Design gb_instr_sequencer, sky130hd; sources not shown.
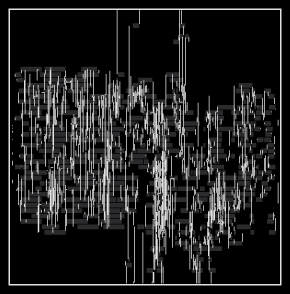
Fig. 1. Metal 2.
Scale: 2 px per µm.
nets with wire on the layer: 437
longest straight run: 54.4 µm
main direction: vertical
wire length on this layer: 5060 µm
via count of the routed design: 3377
total wire length after detailed routing: 11000 µm
met2 track demand over resource in global routing: 19.8%

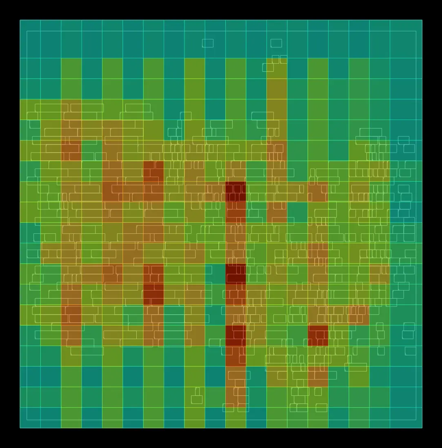
Fig. 2. Congestion heat map.
fraction of the core area covered by cells at the end of the flow: 38.9%
met3 Use GR: 4.07%
highest-utilization routing layer at the global route stage: met2

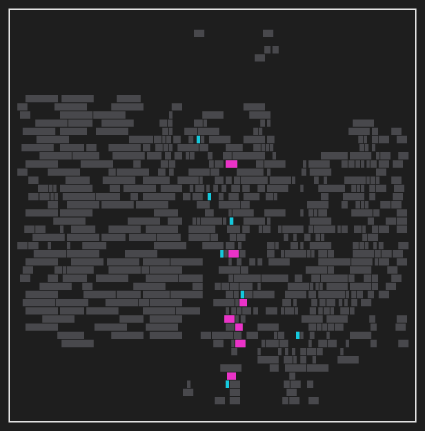
Fig. 3. Selected gate families.
Scale: 3 px per µm.
| color | family | cells | most used |
|---|---|---|---|
| cyan | inverters | 7 | inv_1 |
| magenta | AND-OR and OR-AND gates | 7 | o21a_1 |
final standard cell count with taps included and fillers excluded: 733
commonest non-fill, non-tap cell in the layout: edfxtp_1

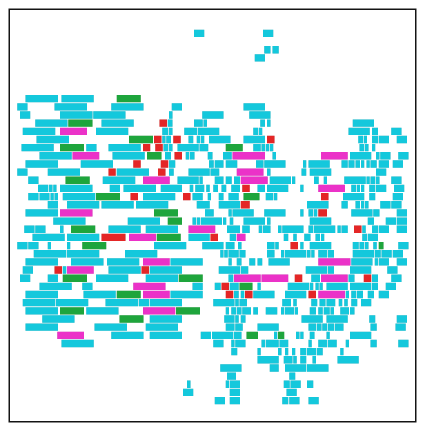
Fig. 4. Sizing map.
Scale: 3 px per µm.
| color | size | cells | most used |
|---|---|---|---|
| green | drive 2 | 24 | mux4_2 |
| cyan | drive 1 or less | 432 | edfxtp_1 |
| red | drive 3 to 4 | 29 | buf_4 |
| magenta | drive 6 and up | 23 | clkbuf_16 |
total non-filler cell area in the finished layout: 0.00664 mm²
Worst Setup Slack, final: 0.167 ns
area added between synthesis and finish: 31.8%
number of ordinary and repair buffers in the finished layout: 84

==> run summary <==
Numbers from the implementation run.

The flow ran to the end, and the final reports show no timing, DRC or antenna violations. The biggest cell delay along the critical path is 0.54 ns. The path class of the tightest hold or removal check is reg -> reg. Setup repair after global routing left no endpoint under its margin. The DRC violation total left in the routed layout is recorded as 0. Yosys attributes the largest share of cell area to edfxtp_1, dfxtp_1, mux4_2, nor2b_1, nand2_1. Sorting the synthesized cells by how often they occur yields edfxtp_1, dfxtp_1, nand2_1. The iteration count recorded for the first detailed-route pass is 4. The largest total area in the synthesized netlist belongs to edfxtp_1. According to the floorplan report, the die width is 135 µm.

Yosys reported that registers with async set or reset make up 0%. The area of combinational cells with multiple inputs is 0.00185 mm². In this run, the number of DRC markers left after iteration 0 of detailed routing was 193. After global routing the overflow that remains totals 0.

The clock group share of total power is 46.1%. The final layout contains 520 nets. The buffer count from post-CTS setup fixing is 0. Per the synthesis report, the number of distinct cell types is 48. Per the final report, max-transition violations number 0. The average instance in the mapped netlist occupies 12.1 µm².

The share of total power in sequential cells is 40.1%. The overall global routing resource usage is 12.6%. Adding up every negative setup slack in the final design gives 0 ns. The total count of hold-check failures in the final report is 0.
[cell families (layout without fill, tap and decap cells)]
group                    Yosys count  in the layout
AND/OR/NAND/NOR                  166            166
flip-flops                       120            120
AND-OR/OR-AND                     46             46
buffers and inverters             31            123
multiplexers                      27             27
XOR/XNOR                          22             22
adder cells (fa/ha/maj)            4              4
[worst max-delay path, delay by kind of cell (launching register included)]
kind | cells | cell delay, ns
AND/OR/NAND/NOR | 1 | 0.10
multiplexers | 2 | 0.95
buffers and inverters | 2 | 0.79
flip-flops | 1 | 0.30
[layer usage]
metal / part of all wire [%] / track usage, % / up-vias
li1: - / - / 1651
met1: 48 / 16.6 / 1626
met2: 46 / 19.8 / 88
met3: 4.9 / 4.07 / 12
met4: 1.2 / 3.88 / 0
met5: 0 / 0 / -
[through the flow]
step / cell area [µm²] / worst slack [ns] / hold WS (ns)
finish: 6640 / 0.167 / 0.447
global route: 6640 / 0.0388 / 0.463
CTS: 6630 / 0.0852 / 0.451
detailed placement: 5980 / 0.218 / 0.444
global placement: 5980 / 0.239 / 0.438
floorplan: 5030 / 0.835 / 0.432
[power groups by stage]
stage                     sequential (mW)  clock [mW]  combinational (mW)
after floorplan                      1.48           0               0.376
after global placement               1.51           0               0.504
after detailed placement             1.52           0               0.516
after CTS                            1.49        1.74               0.519
after global routing                 1.50        1.80               0.569
final                                1.49        1.71               0.514
[cell type report]
| cell class | count | share of cell area [%] |
|---|---|---|
| clock buffer | 17 | 6.41 |
| clock inverter | 15 | 3.39 |
| inverter | 7 | 0.396 |
| multi-input combinational | 265 | 27.9 |
| sequential | 120 | 45.9 |
| tap | 225 | 4.24 |
| timing repair buffer | 84 | 11.8 |
[cell usage in the layout, fill, tap and decap left out, drive strengths merged, types with 3 or more instances in the layout]
master / n
bufinv: 5
a211oi: 8
mux2i: 10
nor2b: 33
mux4: 16
ha: 4
o21ai: 7
clkinv: 3
dfxtp: 56
nor3: 8
xor2: 16
or3: 3
and3: 4
inv: 8
nor2: 46
nand3: 7
edfxtp: 64
clkdlybuf4s50: 63
nand2: 48
clkbuf: 17
buf: 21
clkinvlp: 6
a21oi: 19
xnor2: 6
nand4: 4
nor4: 3
No activity file was given, so power comes from the tool's default toggle rates.
